==> run_1/power_grid.png <==
Bar = 20 um. Pins as bars on the die edge.
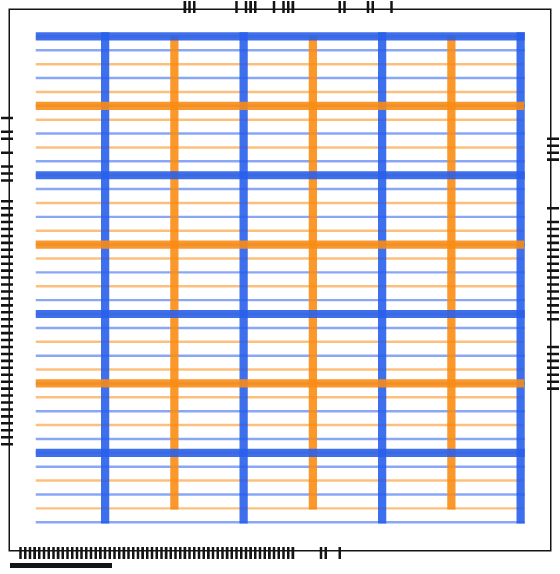
==> run_1/placement_by_type.png <==
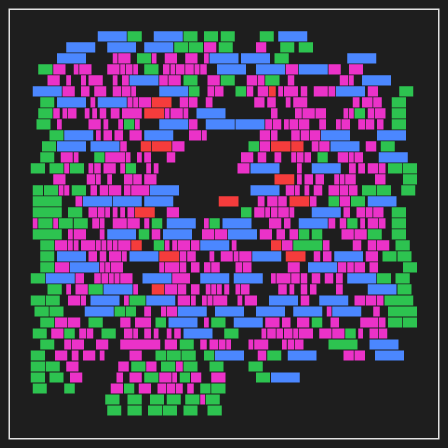
==> run_1/clk_routes.png <==
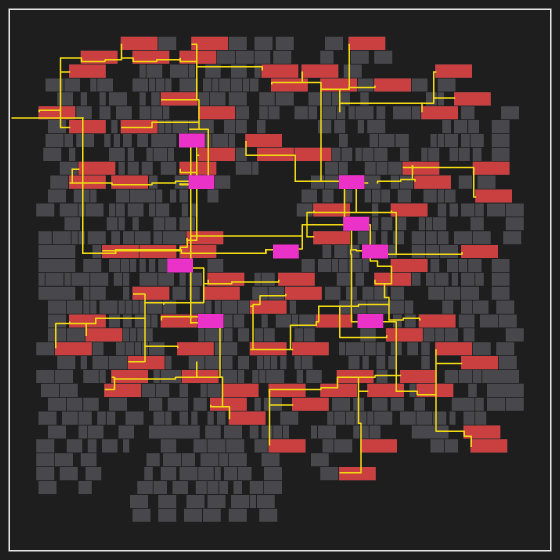
File: config.mk
export PLATFORM = sky130hd
export DESIGN_NAME = pipeline_ctrl_flat
export DESIGN_NICKNAME = d
export VERILOG_FILES = /design/src/rtl/rv32i_pkg.sv /design/src/rtl/pipeline_ctrl_if.sv /design/src/rtl/pipeline_ctrl_inst_regs_use.sv /design/src/rtl/pipeline_ctrl.sv /design/src/flat_wrapper.sv
export SDC_FILE = /design/constraint.sdc
export NUM_CORES = 1
export LEC_CHECK = 0
export CORE_MARGIN = 5
export CORE_UTILIZATION = 45
export DETAILED_ROUTE_END_ITERATION = 10
export PLACE_DENSITY = 0.8
export SLEW_MARGIN = 20
export SYNTH_ARGS = -nofsm -noshare
export SYNTH_HDL_FRONTEND = slang
export SYNTH_SLANG_ARGS = --single-unit
File: constraint.sdc
create_clock -name clk_i -period 2.8 [get_ports clk_i]
set_input_delay 0.28 -clock clk_i [delete_from_list [all_inputs] [get_ports clk_i]]
set_output_delay 0.28 -clock clk_i [all_outputs]
set_load 0.05 [all_outputs]
File: src/rtl/rv32i_pkg.sv
// Shared RV32I definitions: opcodes, pipeline-controller FSM states and the
// register-usage record produced by the instruction decoder helper.
package rv32i_pkg;

    localparam logic [6:0] OP     = 7'b0110011;
    localparam logic [6:0] OP_IMM = 7'b0010011;
    localparam logic [6:0] LOAD   = 7'b0000011;
    localparam logic [6:0] STORE  = 7'b0100011;
    localparam logic [6:0] BRANCH = 7'b1100011;
    localparam logic [6:0] JAL    = 7'b1101111;
    localparam logic [6:0] JALR   = 7'b1100111;
    localparam logic [6:0] FENCE  = 7'b0001111;
    localparam logic [6:0] LUI    = 7'b0110111;
    localparam logic [6:0] AUIPC  = 7'b0010111;

    typedef enum logic [1:0] {
        RUN      = 2'd0,
        MEM_WAIT = 2'd1,
        DRAIN    = 2'd2
    } ctrl_state_e;

    typedef struct packed {
        logic       rs1_used;
        logic       rs2_used;
        logic       rd_written;
        logic       is_load;
        logic       is_fence;
        logic [4:0] rs1;
        logic [4:0] rs2;
        logic [4:0] rd;
    } inst_use_t;

    function automatic logic [6:0] opcode_of(input logic [31:0] inst);
        return inst[6:0];
    endfunction

endpackage

File: src/rtl/pipeline_ctrl_if.sv
// Signal bundle between the 5-stage datapath (master) and pipeline_ctrl (slave).
// dmem handshake: a request is live while dmem_req_MEM_i=1 and completes in the
// cycle dmem_ready_i=1; req without ready is a wait cycle, ready without req is ignored.
interface pipeline_ctrl_if #(
    parameter int CNT_W = 32
);
    import rv32i_pkg::*;

    logic [31:0]      inst_ID_i;
    logic [31:0]      inst_EX_i;
    logic             valid_ID_i;
    logic             valid_EX_i;
    logic             valid_MEM_i;
    logic             valid_WB_i;
    logic             redirect_EX_i;
    logic             dmem_req_MEM_i;
    logic             dmem_ready_i;

    logic             pc_en_o;
    logic             en_IF_ID_o;
    logic             en_ID_EX_o;
    logic             en_EX_MEM_o;
    logic             en_MEM_WB_o;
    logic             flush_IF_ID_o;
    logic             flush_ID_EX_o;
    logic             flush_MEM_WB_o;
    logic [1:0]       state_o;
    logic [CNT_W-1:0] stall_cnt_o;
    logic [CNT_W-1:0] flush_cnt_o;
    logic             err_o;

    modport master (
        output inst_ID_i, inst_EX_i, valid_ID_i, valid_EX_i, valid_MEM_i, valid_WB_i,
        output redirect_EX_i, dmem_req_MEM_i, dmem_ready_i,
        input  pc_en_o, en_IF_ID_o, en_ID_EX_o, en_EX_MEM_o, en_MEM_WB_o,
        input  flush_IF_ID_o, flush_ID_EX_o, flush_MEM_WB_o,
        input  state_o, stall_cnt_o, flush_cnt_o, err_o
    );

    modport slave (
        input  inst_ID_i, inst_EX_i, valid_ID_i, valid_EX_i, valid_MEM_i, valid_WB_i,
        input  redirect_EX_i, dmem_req_MEM_i, dmem_ready_i,
        output pc_en_o, en_IF_ID_o, en_ID_EX_o, en_EX_MEM_o, en_MEM_WB_o,
        output flush_IF_ID_o, flush_ID_EX_o, flush_MEM_WB_o,
        output state_o, stall_cnt_o, flush_cnt_o, err_o
    );

endinterface

File: src/rtl/pipeline_ctrl_inst_regs_use.sv
// Decodes which architectural registers an instruction reads/writes and whether
// it is a load or FENCE. A write to x0 is reported as no write.
module inst_regs_use
    import rv32i_pkg::*;
(
    input  logic [31:0] i_inst,
    output inst_use_t   o_use
);

    logic [6:0] w_op;

    assign w_op = opcode_of(i_inst);

    always_comb begin
        o_use = '0;
        o_use.rs1 = i_inst[19:15];
        o_use.rs2 = i_inst[24:20];
        o_use.rd  = i_inst[11:7];
        o_use.rs1_used = (w_op == OP) || (w_op == OP_IMM) || (w_op == LOAD) ||
                         (w_op == STORE) || (w_op == BRANCH) || (w_op == JALR);
        o_use.rs2_used = (w_op == OP) || (w_op == STORE) || (w_op == BRANCH);
        o_use.rd_written = ((w_op == OP) || (w_op == OP_IMM) || (w_op == LOAD) ||
                            (w_op == JAL) || (w_op == JALR) || (w_op == LUI) ||
                            (w_op == AUIPC)) && (i_inst[11:7] != 5'd0);
        o_use.is_load  = (w_op == LOAD);
        o_use.is_fence = (w_op == FENCE);
    end

endmodule

File: src/rtl/pipeline_ctrl.sv
// Hazard/sequencing controller: load-use interlock, EX redirect flush, dmem wait
// stall with watchdog, FENCE drain, plus saturating stall/flush counters.
module pipeline_ctrl
    import rv32i_pkg::*;
#(
    parameter int TIMEOUT_CYC = 1024,
    parameter int CNT_W       = 32
) (
    input logic            clk_i,
    input logic            rst_ni,
    pipeline_ctrl_if.slave bus
);

    localparam int WAIT_W = $clog2(TIMEOUT_CYC) + 1;

    ctrl_state_e       r_state;
    logic              r_ret_drain;
    logic [WAIT_W-1:0] r_wait_cnt;
    logic              r_err;
    logic [CNT_W-1:0]  r_stall_cnt;
    logic [CNT_W-1:0]  r_flush_cnt;

    ctrl_state_e w_state_nxt;
    ctrl_state_e w_eff_state;
    logic        w_ret_drain_nxt;
    logic        w_mem_stall;
    logic        w_redirect;
    logic        w_redirect_take;
    logic        w_fence_id;
    logic        w_pipe_busy;
    logic        w_load_use;
    logic        w_pc_en;
    logic        w_en_if_id;
    logic        w_en_id_ex;
    logic        w_en_ex_mem;
    logic        w_en_mem_wb;
    logic        w_flush_if_id;
    logic        w_flush_id_ex;
    logic        w_flush_mem_wb;
    inst_use_t   w_id_use;
    inst_use_t   w_ex_use;

    inst_regs_use u_use_id (.i_inst(bus.inst_ID_i), .o_use(w_id_use));
    inst_regs_use u_use_ex (.i_inst(bus.inst_EX_i), .o_use(w_ex_use));

    assign w_mem_stall = bus.dmem_req_MEM_i && !bus.dmem_ready_i;
    assign w_redirect  = bus.valid_EX_i && bus.redirect_EX_i;
    assign w_fence_id  = bus.valid_ID_i && w_id_use.is_fence;
    assign w_pipe_busy = bus.valid_EX_i || bus.valid_MEM_i || bus.valid_WB_i;
    assign w_load_use  = bus.valid_EX_i && w_ex_use.is_load && w_ex_use.rd_written &&
                         bus.valid_ID_i &&
                         ((w_id_use.rs1_used && (w_id_use.rs1 == w_ex_use.rd)) ||
                          (w_id_use.rs2_used && (w_id_use.rs2 == w_ex_use.rd)));

    // The cycle that ends a memory wait behaves as the state it will return to.
    assign w_eff_state = (r_state == MEM_WAIT) ? (r_ret_drain ? DRAIN : RUN) : r_state;

    always_comb begin
        w_state_nxt     = r_state;
        w_ret_drain_nxt = r_ret_drain;
        w_redirect_take = 1'b0;
        w_pc_en         = 1'b1;
        w_en_if_id      = 1'b1;
        w_en_id_ex      = 1'b1;
        w_en_ex_mem     = 1'b1;
        w_en_mem_wb     = 1'b1;
        w_flush_if_id   = 1'b0;
        w_flush_id_ex   = 1'b0;
        w_flush_mem_wb  = 1'b0;
        if (!rst_ni) begin
            w_state_nxt     = RUN;
            w_ret_drain_nxt = 1'b0;
            w_pc_en         = 1'b0;
            w_en_if_id      = 1'b0;
            w_en_id_ex      = 1'b0;
            w_en_ex_mem     = 1'b0;
            w_en_mem_wb     = 1'b0;
            w_flush_if_id   = 1'b1;
            w_flush_id_ex   = 1'b1;
            w_flush_mem_wb  = 1'b1;
        end else if (w_mem_stall) begin
            w_pc_en        = 1'b0;
            w_en_if_id     = 1'b0;
            w_en_id_ex     = 1'b0;
            w_en_ex_mem    = 1'b0;
            w_en_mem_wb    = 1'b0;
            w_flush_mem_wb = 1'b1;
            w_state_nxt    = MEM_WAIT;
            if (r_state == DRAIN) begin
                w_ret_drain_nxt = 1'b1;
            end
        end else begin
            w_state_nxt     = w_eff_state;
            w_ret_drain_nxt = 1'b0;
            if (w_redirect) begin
                w_redirect_take = 1'b1;
                w_flush_if_id   = 1'b1;
                w_flush_id_ex   = 1'b1;
                w_state_nxt     = RUN;
            end else if ((w_eff_state == DRAIN) || ((w_eff_state == RUN) && w_fence_id)) begin
                // Hold the FENCE in ID until every older instruction has retired.
                if (w_pipe_busy) begin
                    w_pc_en       = 1'b0;
                    w_en_if_id    = 1'b0;
                    w_flush_id_ex = 1'b1;
                    w_state_nxt   = DRAIN;
                end else begin
                    w_state_nxt = RUN;
                end
            end else if (w_load_use) begin
                w_pc_en       = 1'b0;
                w_en_if_id    = 1'b0;
                w_flush_id_ex = 1'b1;
            end
        end
    end

    always_ff @(posedge clk_i) begin
        if (!rst_ni) begin
            r_state     <= RUN;
            r_ret_drain <= 1'b0;
            r_wait_cnt  <= '0;
            r_err       <= 1'b0;
            r_stall_cnt <= '0;
            r_flush_cnt <= '0;
        end else begin
            r_state     <= w_state_nxt;
            r_ret_drain <= w_ret_drain_nxt;
            if (w_mem_stall) begin
                if (r_wait_cnt < WAIT_W'(TIMEOUT_CYC)) begin
                    r_wait_cnt <= r_wait_cnt + 1'b1;
                end
                if (r_wait_cnt >= WAIT_W'(TIMEOUT_CYC - 1)) begin
                    r_err <= 1'b1;
                end
            end else begin
                r_wait_cnt <= '0;
            end
            if (!w_pc_en && (r_stall_cnt != '1)) begin
                r_stall_cnt <= r_stall_cnt + 1'b1;
            end
            if (w_redirect_take && (r_flush_cnt != '1)) begin
                r_flush_cnt <= r_flush_cnt + 1'b1;
            end
        end
    end

    assign bus.pc_en_o        = w_pc_en;
    assign bus.en_IF_ID_o     = w_en_if_id;
    assign bus.en_ID_EX_o     = w_en_id_ex;
    assign bus.en_EX_MEM_o    = w_en_ex_mem;
    assign bus.en_MEM_WB_o    = w_en_mem_wb;
    assign bus.flush_IF_ID_o  = w_flush_if_id;
    assign bus.flush_ID_EX_o  = w_flush_id_ex;
    assign bus.flush_MEM_WB_o = w_flush_mem_wb;
    assign bus.state_o        = r_state;
    assign bus.stall_cnt_o    = r_stall_cnt;
    assign bus.flush_cnt_o    = r_flush_cnt;
    assign bus.err_o          = r_err;

endmodule

File: src/flat_wrapper.sv
// flat-port wrapper written by rule: the top's interface ports become plain ports
module pipeline_ctrl_flat import rv32i_pkg::*;
#(
    parameter int TIMEOUT_CYC = 1024,
    parameter int CNT_W       = 32
)
  (clk_i, rst_ni, bus_inst_ID_i, bus_inst_EX_i, bus_valid_ID_i, bus_valid_EX_i, bus_valid_MEM_i, bus_valid_WB_i, bus_redirect_EX_i, bus_dmem_req_MEM_i, bus_dmem_ready_i, bus_pc_en_o, bus_en_IF_ID_o, bus_en_ID_EX_o, bus_en_EX_MEM_o, bus_en_MEM_WB_o, bus_flush_IF_ID_o, bus_flush_ID_EX_o, bus_flush_MEM_WB_o, bus_state_o, bus_stall_cnt_o, bus_flush_cnt_o, bus_err_o);
  pipeline_ctrl_if #(.CNT_W(CNT_W)) bus_i ();
  input logic clk_i;
  input logic rst_ni;
  input wire logic [$bits(bus_i.inst_ID_i)-1:0] bus_inst_ID_i;
  input wire logic [$bits(bus_i.inst_EX_i)-1:0] bus_inst_EX_i;
  input wire logic [$bits(bus_i.valid_ID_i)-1:0] bus_valid_ID_i;
  input wire logic [$bits(bus_i.valid_EX_i)-1:0] bus_valid_EX_i;
  input wire logic [$bits(bus_i.valid_MEM_i)-1:0] bus_valid_MEM_i;
  input wire logic [$bits(bus_i.valid_WB_i)-1:0] bus_valid_WB_i;
  input wire logic [$bits(bus_i.redirect_EX_i)-1:0] bus_redirect_EX_i;
  input wire logic [$bits(bus_i.dmem_req_MEM_i)-1:0] bus_dmem_req_MEM_i;
  input wire logic [$bits(bus_i.dmem_ready_i)-1:0] bus_dmem_ready_i;
  output wire logic [$bits(bus_i.pc_en_o)-1:0] bus_pc_en_o;
  output wire logic [$bits(bus_i.en_IF_ID_o)-1:0] bus_en_IF_ID_o;
  output wire logic [$bits(bus_i.en_ID_EX_o)-1:0] bus_en_ID_EX_o;
  output wire logic [$bits(bus_i.en_EX_MEM_o)-1:0] bus_en_EX_MEM_o;
  output wire logic [$bits(bus_i.en_MEM_WB_o)-1:0] bus_en_MEM_WB_o;
  output wire logic [$bits(bus_i.flush_IF_ID_o)-1:0] bus_flush_IF_ID_o;
  output wire logic [$bits(bus_i.flush_ID_EX_o)-1:0] bus_flush_ID_EX_o;
  output wire logic [$bits(bus_i.flush_MEM_WB_o)-1:0] bus_flush_MEM_WB_o;
  output wire logic [$bits(bus_i.state_o)-1:0] bus_state_o;
  output wire logic [$bits(bus_i.stall_cnt_o)-1:0] bus_stall_cnt_o;
  output wire logic [$bits(bus_i.flush_cnt_o)-1:0] bus_flush_cnt_o;
  output wire logic [$bits(bus_i.err_o)-1:0] bus_err_o;
  assign bus_i.inst_ID_i = bus_inst_ID_i;
  assign bus_i.inst_EX_i = bus_inst_EX_i;
  assign bus_i.valid_ID_i = bus_valid_ID_i;
  assign bus_i.valid_EX_i = bus_valid_EX_i;
  assign bus_i.valid_MEM_i = bus_valid_MEM_i;
  assign bus_i.valid_WB_i = bus_valid_WB_i;
  assign bus_i.redirect_EX_i = bus_redirect_EX_i;
  assign bus_i.dmem_req_MEM_i = bus_dmem_req_MEM_i;
  assign bus_i.dmem_ready_i = bus_dmem_ready_i;
  assign bus_pc_en_o = bus_i.pc_en_o;
  assign bus_en_IF_ID_o = bus_i.en_IF_ID_o;
  assign bus_en_ID_EX_o = bus_i.en_ID_EX_o;
  assign bus_en_EX_MEM_o = bus_i.en_EX_MEM_o;
  assign bus_en_MEM_WB_o = bus_i.en_MEM_WB_o;
  assign bus_flush_IF_ID_o = bus_i.flush_IF_ID_o;
  assign bus_flush_ID_EX_o = bus_i.flush_ID_EX_o;
  assign bus_flush_MEM_WB_o = bus_i.flush_MEM_WB_o;
  assign bus_state_o = bus_i.state_o;
  assign bus_stall_cnt_o = bus_i.stall_cnt_o;
  assign bus_flush_cnt_o = bus_i.flush_cnt_o;
  assign bus_err_o = bus_i.err_o;
  pipeline_ctrl #(.TIMEOUT_CYC(TIMEOUT_CYC), .CNT_W(CNT_W)) u_core (.clk_i(clk_i), .rst_ni(rst_ni), .bus(bus_i));
endmodule
==> results.txt, run 1 <==
run metrics: status=completed, DP HPWL=between 7 and 8 mm, post-synthesis cell area=4130 um2, Boundary Pins=~150, RSZ-0062 raised after global routing=false, Least-Margin Pin Slew=845 ps, cell count in the Yosys report=slightly above 500, logic share of the area=0.418, H-tree depth=3, Iter 0 DRT Violations=204, Area Growth Syn to Fin=39.3%, VDD IR max=0.235 mV, Flops=79, largest cell class by area=combinational gates, num rows=35, Critical Path Fanout Max=7, distinct cell type count after synthesis=approximately 45, Signal buffers=between 100 and 150, met2 WL=5.50 mm, wl on met1=5.11 mm, met3 Track Usage GR=0.0447, Post-synth EDFFs=0, Starting Density=0.454, DRT antenna net count=0, PwrDens=between 300 and 400 nW/um2, synthesized area per cell=8.21 um2, crit path time final=~2700 ps, Wirelength per Cell=15.4 um, Seq cells post-synth=79, ClkCell Share=0.0317, Syn. warnings=0, GR met2 Demand/Resource=0.344, critical path class=in -> out, Die Width=106 um, synthesized instance count=503, chip height=106 um, initial antenna violation count=0, First-pass DRT Iterations=5, critical path startpoint category=input port, Critical Path Sink Type=output pin, clkbuf count=10, Top Metal Used=met4, Residual DRC=0, asr flop ratio synth=0, Synth Seq Share=0.383, Placement Setup Slack=-237 ps, endpoints failing hold=0, mi-comb count=roughly 390, crit path DAT=approximately 2400 ps, WL final=around 11 mm, sequential cell area=1580 um2, Slew Viols, Final=0, fin nets=approximately 700, TritonCTS clock tree=done, root buf cell=clkbuf_8, required time of the critical path=between 2000 and 3000 ps, first-pass GRT wire length=~19 mm, most used routing layer=met2, Max clock buf depth=2, GR Overflow Total=0, worst skew pair latency=340 ps, Inverters, non-clock=7, post-synth top area cell=dfxtp_1, Vias per Instance=5.67, final setup TNS=0 ps, largest net degree at the start of global routing=49, fillers=774, MI comb area=~2400 um2, met3 wire length=687 um, Post-CTS Hold Buffers=0, chip area=11,200 um2, Final period util=0.954, flop share of the area=0.275, tapcells inserted=between 100 and 150, via count=~4,200, CTS buffer count=9, LEAKAGE=approximately 1.9 nW, slew margin rel.=0.436, met1 usage=0.261, synth top area cells=dfxtp_1, nor2_1, xnor2_1, xor2_1, nand3_1, Post-Syn Nets=579, CTS Sinks=79, ANT cells=0, Worst Skew=12.3 ps, Top cell area share=0.383, max_cap viols=0, CORE AREA=9110 um2, final worst slack=129 ps, GRT Overall Usage=0.203, chip area estimate from yosys synthesis=between 4000 and 5000 um2, buffering overhead=0.246, vias in the first global route=4,183, final setup fails=0, top_reg_cell synth=dfxtp_1, worst min-delay path category=reg -> reg, Final GP Congestion=between 0.8 and 0.9
Notes on power_grid.png above:
legend:
  blue:
    net: VSS
  orange:
    net: VDD
signal pins: 148
rows: 35
met4 straps: 7

Notes on placement_by_type.png above:
legend:
  red:
    class: clock drivers and dummy loads
    cells: 16
    share_of_their_area: 3.3%
  blue:
    class: flops
    cells: 79
    share_of_their_area: 28%
  green:
    class: other buffers and delay cells
    cells: 142
    share_of_their_area: 25%
  magenta:
    class: combinational and other logic
    cells: 396
    share_of_their_area: 43%

Notes on clk_routes.png above:
legend:
  magenta:
    item: clock drivers
    count: 9
  red:
    item: flip-flops
    count: 79
  yellow:
    item: clock wires
    length: 986 um
routed clock nets: 10

-- run 1: path summary, 6_finish.rpt --
path / start / endpoint / slack (ps)
setup reg to reg: u_core.bus.state_o[1] / u_core.bus.stall_cnt_o[15] / 230
hold reg to reg: u_core.r_ret_drain / u_core.r_ret_drain / 470
hold / removal: u_core.r_ret_drain / u_core.r_ret_drain / 470
setup / recovery: bus_inst_ID_i[2] / bus_en_IF_ID_o / 130
-- run 1: logic make-up (layout without fill, tap and decap cells) --
kind of cell / after synthesis / after routing / share of synthesized area
and+or+nand+nor: 259 / 261 / 0.333
DFF: 79 / 79 / 0.383
AOI/OAI and AO/OA: 70 / 70 / 0.116
xor gates and xnor gates: 49 / 49 / 0.104
buffers and inverters: 37 / 165 / 0.0409
muxes: 6 / 6 / 0.0145
adders and majority gates: 3 / 3 / 0.00909
-- run 1: placed cells by master (no fill, tap or decap), types with 6 or more instances in the layout --
master | netlist | routed
clkdlybuf4s50_1 | 0 | 104
dfxtp_1 | 79 | 79
nor2_1 | 64 | 62
nand2_1 | 44 | 44
nand3_1 | 34 | 34
buf_4 | 3 | 30
xnor2_1 | 26 | 26
nand4_1 | 23 | 23
a21oi_1 | 23 | 23
xor2_1 | 23 | 23
o31ai_1 | 15 | 15
or4_1 | 15 | 15
nor3_1 | 12 | 12
nand2b_1 | 12 | 12
o21ai_0 | 11 | 10
and3_1 | 10 | 10
clkbuf_8 | 0 | 10
and2_1 | 8 | 8
inv_1 | 7 | 7
o41ai_1 | 7 | 7
nor4_1 | 7 | 7
buf_12 | 0 | 7
or3_1 | 6 | 6
mux2i_1 | 6 | 6
-- run 1: synthesized netlist by cell type (7+ instances only) --
cell type	instances
inv_1	7
o31ai_1	15
xnor2_1	26
a21oi_1	23
nand2_1	44
dfxtp_1	79
nand2b_1	12
xor2_1	23
nand3_1	34
and2_1	8
o21ai_0	11
nor2_1	64
clkbuf_1	22
or4_1	15
nand4_1	23
o41ai_1	7
and3_1	10
nor4_1	7
nor3_1	12
-- run 1: power breakdown --
part | leakage (nW) | switching (mW) | internal, mW
combinational | 1.17 | 0.140 | 0.123
clock | 0.0849 | 0.442 | 0.350
sequential | 0.637 | 0.00663 | 1.13
total | 1.89 | 0.589 | 1.60
-- run 1: critical path, stage by stage --
cell and delay, ps:
clkdlybuf4s50_1 420, nor2b_1 150, or4_1 470, a211o_1 280, a2111oi_4 220, buf_6 180, nor2_4 70, buf_12 180
buf_12 140
-- run 1: metrics by stage --
| stage | instance area, um2 | total power, mW | hold WS, ps | cells | utilization |
|---|---|---|---|---|---|
| after detailed placement | 5520 | 1.42 | 457 | 722 | 0.606 |
| after floorplan | 4140 | 1.28 | 426 | 503 | - |
| after global placement | 5520 | 1.41 | 438 | 722 | 0.606 |
| after CTS | 5720 | 2.20 | 467 | 741 | 0.628 |
| final | 5750 | 2.19 | 467 | 744 | 0.632 |
| after global routing | 5750 | 2.27 | 502 | 744 | 0.632 |
-- run 1: timing repair --
item / 4_1_cts / 5_1_grt
gates resized: 1 / 2
buffers inserted: 1 / 3
pin swaps: 2 / 1
endpoints found under the setup margin: 2 / 4
cloned: 2 / 0
==> run_1/wires.png <==
Bar = 20 um.
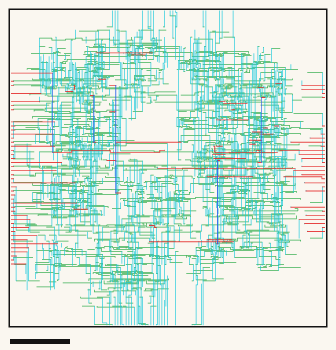

==> inputs of run 2 (changes only) <==
--- a/config.mk
+++ b/config.mk
@@ -5,10 +5,13 @@
 export SDC_FILE = /design/constraint.sdc
 export NUM_CORES = 1
 export LEC_CHECK = 0
+export ABC_AREA = 1
+export CELL_PAD_IN_SITES_DETAIL_PLACEMENT = 0
+export CELL_PAD_IN_SITES_GLOBAL_PLACEMENT = 1
 export CORE_MARGIN = 5
-export CORE_UTILIZATION = 45
+export CORE_UTILIZATION = 32
 export DETAILED_ROUTE_END_ITERATION = 10
-export PLACE_DENSITY = 0.8
+export PLACE_DENSITY_LB_ADDON = 0.1
 export SLEW_MARGIN = 20
 export SYNTH_ARGS = -nofsm -noshare
 export SYNTH_HDL_FRONTEND = slang
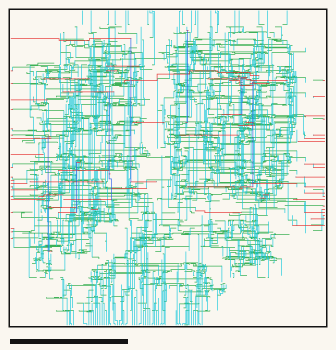
(run_2/wires.png)
Bar = 50 um.
legend:
  cyan:
    layer: metal 2
    wire_length: 7,580 um
  green:
    layer: metal 1
    wire_length: 6,610 um
  blue:
    layer: metal 4
    wire_length: 275 um
  red:
    layer: metal 3
    wire_length: 712 um
GRT Overall Usage: 0.171
WL final: 15.2 mm
via count: 5,206

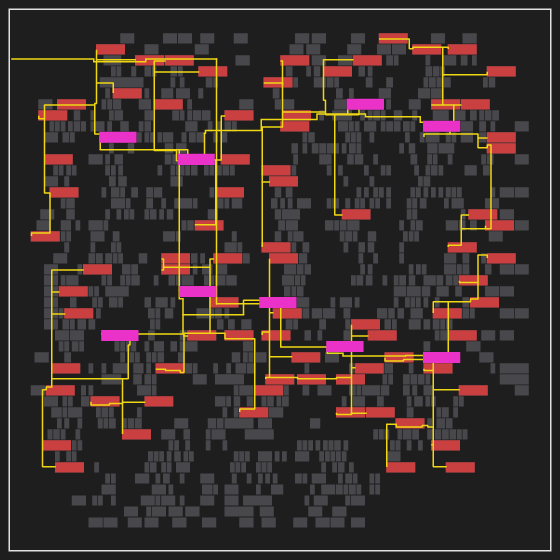
(run_2/clk_routes.png)
legend:
  red:
    item: flip-flops
    count: 79
  yellow:
    item: clock wires
    length: 1,260 um
  magenta:
    item: clock drivers
    count: 9
routed clock nets: 10
flops lie: spread over the die
clock network power: 1.20 mW
Clk pwr share: 0.462
worst skew pair latency: 340 ps

==> run 2 against run 1 <==
Effect of this change: sequential cell count did not move; utilization fell by 20 points; synthesized cell count rose by 51%; first-iteration DRC count rose by 43%; largest cell class unchanged; sequential power barely moved; wire length rose by 33%; power rose by 19%; worst setup slack improved by 230 ps; register-to-register slack improved by 140 ps.
==> results.txt, run 2 <==
run metrics: First-pass DRT Iterations=7, CP Capture Point=bus_en_IF_ID_o, non-filler instance count after layout=1,069, required time of the critical path=~2500 ps, Area Growth Syn to Fin=34.8%, CP top delay family=simple AND/OR/NAND/NOR gates, Max clock buf depth=2, fillers=1,614, chip height=133 um, final setup TNS=0 ps, CTS Sinks=79, reg-to-reg critical path endpoint=u_core.bus.stall_cnt_o[3], Worst Skew=10.4 ps, Post-DP Area=about 6300 um2, design area=6580 um2, first-pass GRT wire length=approximately 25 mm, CP Cell Sequence=clkdlybuf4s50_1 > nand2_1 > nor2_1 > nand2_1 > nor2_1 > nand2_1 > nand2_1 > nand2_1 > nand2_1 > nand2_1 > nand2_2 > inv_1 > buf_12, worst r2r src=u_core.bus.stall_cnt_o[1], CP dominant cell by count=nand2_1, Final GP Congestion=0.923, most frequent cells in the layout=nand2_1, clkdlybuf4s50_1, inv_1, Vias per Instance=4.87, PwrDens=396 nW/um2, wl on met1=about 6.6 mm, placed cells=between 1,000 and 1,500, met2 WL=7.58 mm, GR Overflow Total=0, VDD IR max=0.279 mV, CORE AREA=15,100 um2, status=completed, chip area estimate from yosys synthesis=4880 um2, endpoints failing hold=0, Iter 0 DRT Violations=~290, worst min-delay path category=reg -> reg, CTS resizes=0, post-synthesis cell area=4880 um2, CP max stage delay=460 ps, critical path depth=13, Boundary Pins=148, DRT antenna net count=0, post-synth top area cell=dfxtp_1, critical path startpoint category=input port, asr flop ratio synth=0, Slew Viols, Final=0, LEAKAGE=2.44 nW, share of layout cells above drive strength 1=0.0704, largest net degree at the start of global routing=50, crit path launch=bus_inst_ID_i[1], Die Width=133 um, max_cap viols=0, initial antenna violation count=0, worst reg-to-reg setup slack=370 ps, Top cell excl fill/tap=nand2_1, ANT cells=0, Post-synth EDFFs=0, TritonCTS clock tree=done, Critical Path Sink Type=output pin, Critical Path Fanout Max=18, CP max stage cell=clkdlybuf4s50_1, Synth Seq Share=0.324, final setup fails=0, top_reg_cell synth=dfxtp_1, CTS buffer count=9, distinct cell type count after synthesis=38, Top cell area share=0.324, Syn. warnings=0, crit path DAT=2160 ps, Least-Margin Pin Slew=577 ps, Final period util=0.872, WP buf/inv=3, Wirelength per Cell=approximately 14 um, Top Metal Used=met4, Placement Setup Slack=about 300 ps, Post-Syn Nets=838, vias in the first global route=roughly 5,100, slew margin rel.=0.615, cell count in the Yosys report=762, RSZ-0062 raised after global routing=false, Post-CTS Hold Buffers=0, synth top area cells=dfxtp_1, nand2_1, a21oi_1, inv_1, nor2_1, H-tree depth=3, met3 wire length=712 um, fin util=0.436, Starting Density=0.323, Seq cells post-synth=79, most common library cells after synthesis=nand2_1, inv_1, dfxtp_1, nor2_1, a21oi_1, Total Power=2.60 mW, Post-CTS Setup Bufs=0, synthesized area per cell=6.40 um2, chip area=between 15,000 and 20,000 um2, root buf cell=clkbuf_16
## run 2: netlist changes by cell type after synthesis, sizes merged, moves of 15 or more
cell,delta
nor3,+19
inv,+79
nor2,+20
or4,-15
nand2,+179
a21oi,+43
nand3,+26
## run 2: where the power goes
part	internal [mW]	switching (mW)	total [mW]	leakage, nW
logic	0.114	0.149	0.263	1.66
registers	1.13	0.00822	1.14	0.637
clock network	0.733	0.469	1.20	0.145
## run 2: worst min path at each step
stage,to,startpoint,slack (ps)
final,u_core.r_wait_cnt[7],u_core.r_wait_cnt[7],470
after floorplan,u_core.r_wait_cnt[2],u_core.r_wait_cnt[2],440
after global routing,u_core.bus.err_o,u_core.bus.err_o,500
after global placement,u_core.r_wait_cnt[7],u_core.r_wait_cnt[7],450
after detailed placement,u_core.bus.err_o,u_core.bus.err_o,460
after CTS,u_core.bus.err_o,u_core.bus.err_o,480
## run 2: cell type report
cell class                      instances  area (um2)  area share
Timing Repair Buffer                  127        1300       0.198
Clock inverter                          3        42.5     0.00647
Clock buffer                           12         256      0.0390
Inverter                               86         323      0.0491
Sequential cell                        79        1580       0.240
Tap cell                              188         235      0.0358
Multi-Input combinational cell        574        2830       0.431
## run 2: kinds of logic (layout without fill, tap and decap cells)
| group | after synthesis | count (layout) | share of synthesized area |
|---|---|---|---|
| AND/OR/NAND/NOR | 435 | 435 | 0.396 |
| AND-OR/OR-AND | 93 | 93 | 0.100 |
| buffers and inverters | 109 | 228 | 0.0951 |
| XOR/XNOR | 43 | 43 | 0.0772 |
| flip-flops | 79 | 79 | 0.324 |
| adder cells (fa/ha/maj) | 3 | 3 | 0.00769 |
## run 2: worst min-delay path, cell delays in order (launching register included)
cell,delay (ps)
dfxtp_1,310
inv_1,60
a21oi_1,60
## run 2: per-layer routing
| metal | GRT usage | up-vias |
|---|---|---|
| li1 | - | 2681 |
| met1 | 0.203 | 2397 |
| met2 | 0.301 | 111 |
| met3 | 0.0438 | 17 |
| met4 | 0.0571 | 0 |
| met5 | 0 | - |
==> inputs of run 3 (changes only) <==
--- a/config.mk
+++ b/config.mk
@@ -12,6 +12,7 @@
 export CORE_UTILIZATION = 32
 export DETAILED_ROUTE_END_ITERATION = 10
 export PLACE_DENSITY_LB_ADDON = 0.1
+export SETUP_SLACK_MARGIN = 0.05
 export SLEW_MARGIN = 20
 export SYNTH_ARGS = -nofsm -noshare
 export SYNTH_HDL_FRONTEND = slang
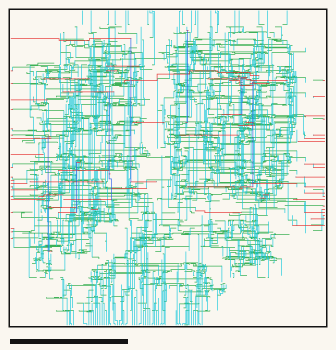
(run_3/wires.png)
Bar = 50 um.
legend:
  blue:
    layer: metal 4
    wire_length: 275 um
  cyan:
    layer: metal 2
    wire_length: 7,580 um
  red:
    layer: metal 3
    wire_length: 712 um
  green:
    layer: metal 1
    wire_length: 6,610 um

==> run 3 against run 2 <==
Effect of this change: sequential share of layout area unchanged; synthesized cell count unchanged; clock skew unchanged; final cell count unchanged; sequential cell count unchanged; largest power group unchanged; maximum frequency unchanged; critical path depth unchanged.
==> results.txt, run 3 <==
run metrics: critical path startpoint category=input port, Vias per Instance=4.87, CORE AREA=approximately 15,000 um2, Least-Margin Pin Slew=between 500 and 600 ps, Critical Path Fanout Max=18, via count=around 5,200, LEAKAGE=2.44 nW, post-synthesis cell area=4880 um2, num rows=45, final worst slack=357 ps, final setup fails=0, most frequent cells in the layout=nand2_1, clkdlybuf4s50_1, inv_1, GRT Overall Usage=0.171, Area Growth Syn to Fin=34.8%, Critical Path Sink Type=output pin, Die Width=133 um, Peak Freq=0.409 GHz, required time of the critical path=2520 ps, First-pass DRT Iterations=7, RSZ-0062 raised after global routing=false, Syn. warnings=0, crit path DAT=roughly 2200 ps, Net Sw Power=0.626 mW, chip area=between 15,000 and 20,000 um2, CP max stage delay=460 ps, chip area estimate from yosys synthesis=4880 um2, H-tree depth=3, max_cap viols=0, CP dominant cell by count=nand2_1, Post-CTS Hold Buffers=0, combinational power share=0.101, top_reg_cell synth=dfxtp_1, Pint=slightly below 2 mW, Max clock buf depth=2, Top cell excl fill/tap=nand2_1, VDD IR max=0.279 mV, share of layout cells above drive strength 1=0.0704, root buf cell=clkbuf_16, initial antenna violation count=0, crit path time final=2440 ps, critical path class=in -> out, cell count in the Yosys report=762, Seq pwr share=0.437, sequential cell area=1580 um2, DP HPWL=around 12 mm, Post-Syn Nets=about 840, clk slew on worst S/H paths=60 ps, post-synth top area cell=dfxtp_1, Post-synth EDFFs=0, Final period util=0.872, Starting Density=0.323, fin nets=953, CTS buffer count=9, TritonCTS clock tree=done, PwrDens=approximately 400 nW/um2, Seq cells post-synth=79, endpoints failing hold=0, CTS resizes=0, most common library cells after synthesis=nand2_1, inv_1, dfxtp_1, nor2_1, a21oi_1, tool warning count=61, distinct cell type count after synthesis=38, WL final=15.2 mm, Clk pwr share=0.462, synth top area cells=dfxtp_1, nand2_1, a21oi_1, inv_1, nor2_1, largest net degree at the start of global routing=approximately 50, chip height=approximately 130 um, DRT antenna net count=0, first-pass GRT wire length=24.8 mm, CTS Sinks=slightly below 80, status=completed, Boundary Pins=148, GR Overflow Total=0, slew margin rel.=0.615, Iter 0 DRT Violations=~290, Top cell area share=0.324, Wirelength per Cell=14.2 um, Residual DRC=0, dominant cell by count in the synthesized netlist=nand2_1, design area=6580 um2, Placement Setup Slack=303 ps, worst min-delay path category=reg -> reg, Synth Seq Share=0.324, Buffers on Ports=between 100 and 150, ANT cells=0, final setup TNS=0 ps, Sw Share=0.240, asr flop ratio synth=0, synthesized instance count=about 760, worst skew pair latency=between 300 and 400 ps, fillers=1,614, MI comb area=2830 um2, Post-CTS Setup Bufs=0, synthesized area per cell=6.40 um2, fin util=0.436, CP max stage cell=clkdlybuf4s50_1, Final GP Congestion=0.923, Min Hold Slack=473 ps, Slew Viols, Final=0, CP Cell Sequence=clkdlybuf4s50_1 > nand2_1 > nor2_1 > nand2_1 > nor2_1 > nand2_1 > nand2_1 > nand2_1 > nand2_1 > nand2_1 > nand2_2 > inv_1 > buf_12, Post-DP Area=6280 um2, vias in the first global route=5,061
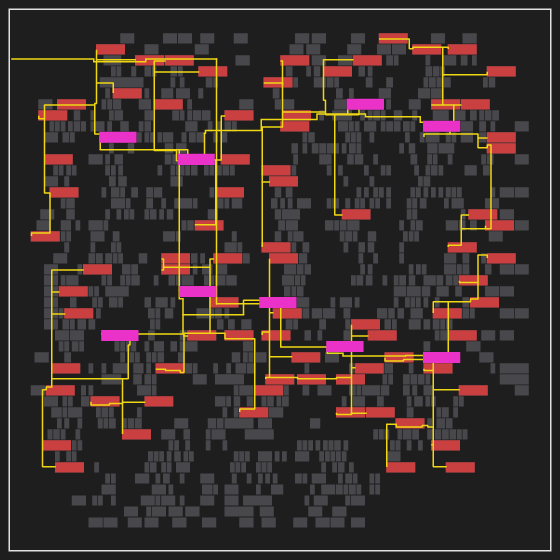
(run_3/clk_routes.png)
legend:
  magenta:
    item: clock drivers
    count: 9
  red:
    item: flip-flops
    count: 79
  yellow:
    item: clock wires
    length: 1,260 um
routed clock nets: 10
Worst Skew: 10.4 ps

run 3: cell counts after synthesis:
No cell type changed its count.
run 3: routing by layer:
layer  share of wire  vias to the layer above  GRT usage
met1            0.44                     2397      0.203
met3           0.047                       17     0.0438
li1                -                     2681          -
met2            0.50                      111      0.301
met4           0.018                        0     0.0571
met5               0                        -          0
run 3: layout make-up:
cell class	count	share of cell area
clock buffers	12	0.0390
clock inverters	3	0.00647
inverters	86	0.0491
multi-input cells	574	0.431
flip-flops and latches	79	0.240
well taps	188	0.0358
repair buffers	127	0.198
run 3: final timing paths:
path	slack, ps	endpoint	cells past startpoint	start
worst min register to register	470	u_core.r_wait_cnt[7]	2	u_core.r_wait_cnt[7]
worst max-delay path	360	bus_en_IF_ID_o	13	bus_inst_ID_i[1]
worst min-delay path	470	u_core.r_wait_cnt[7]	2	u_core.r_wait_cnt[7]
worst max register to register	370	u_core.bus.stall_cnt_o[3]	9	u_core.bus.stall_cnt_o[1]
run 3: logic make-up (layout without fill, tap and decap cells):
logic type / count (synthesis) / after routing / share of synthesized area
fa+ha+maj: 3 / 3 / 0.00769
xor+xnor: 43 / 43 / 0.0772
flops: 79 / 79 / 0.324
compound gates: 93 / 93 / 0.100
simple gates: 435 / 435 / 0.396
buf+inv: 109 / 228 / 0.0951
run 3: stage by stage:
step,instances,total power [mW]
2_1_floorplan,762,1.31
3_3_place_gp,1054,1.43
3_5_place_dp,1054,1.43
4_1_cts,1069,2.65
5_1_grt,1069,2.71
6_report,1069,2.60
run 3: power by group through the flow:
stage	logic (mW)	registers (mW)	clock network (mW)
6_report	0.263	1.14	1.20
3_5_place_dp	0.266	1.16	0
3_3_place_gp	0.263	1.16	0
4_1_cts	0.266	1.14	1.24
2_1_floorplan	0.126	1.18	0
5_1_grt	0.284	1.14	1.29
run 3: worst max-delay path: cells and delay by family:
| kind | cells | cell delay [ps] |
|---|---|---|
| buffers and inverters | 3 | 840 |
| AND/OR/NAND/NOR | 10 | 1050 |

==> gallery <==
Routing congestion map.
shot_01.png
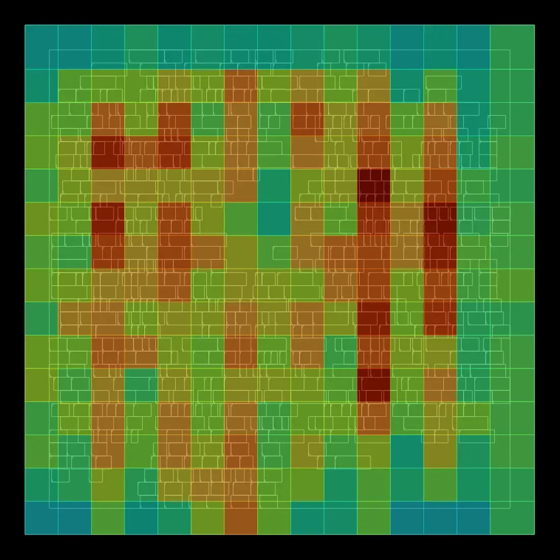
shot_02.png
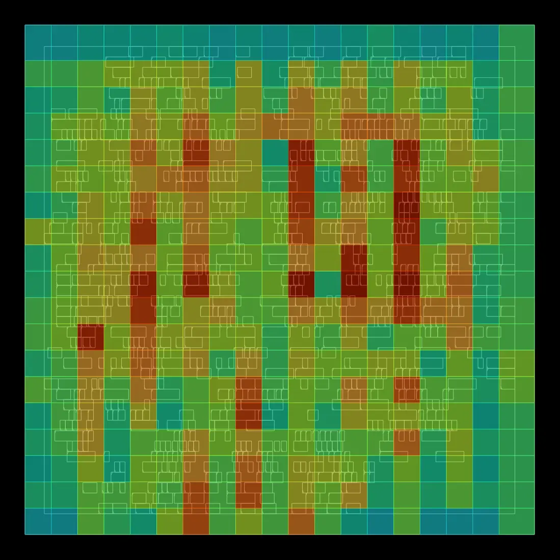
- shot_02.png = run 2
- shot_01.png = run 1

No activity file was given, so power comes from the tool's default toggle rates.
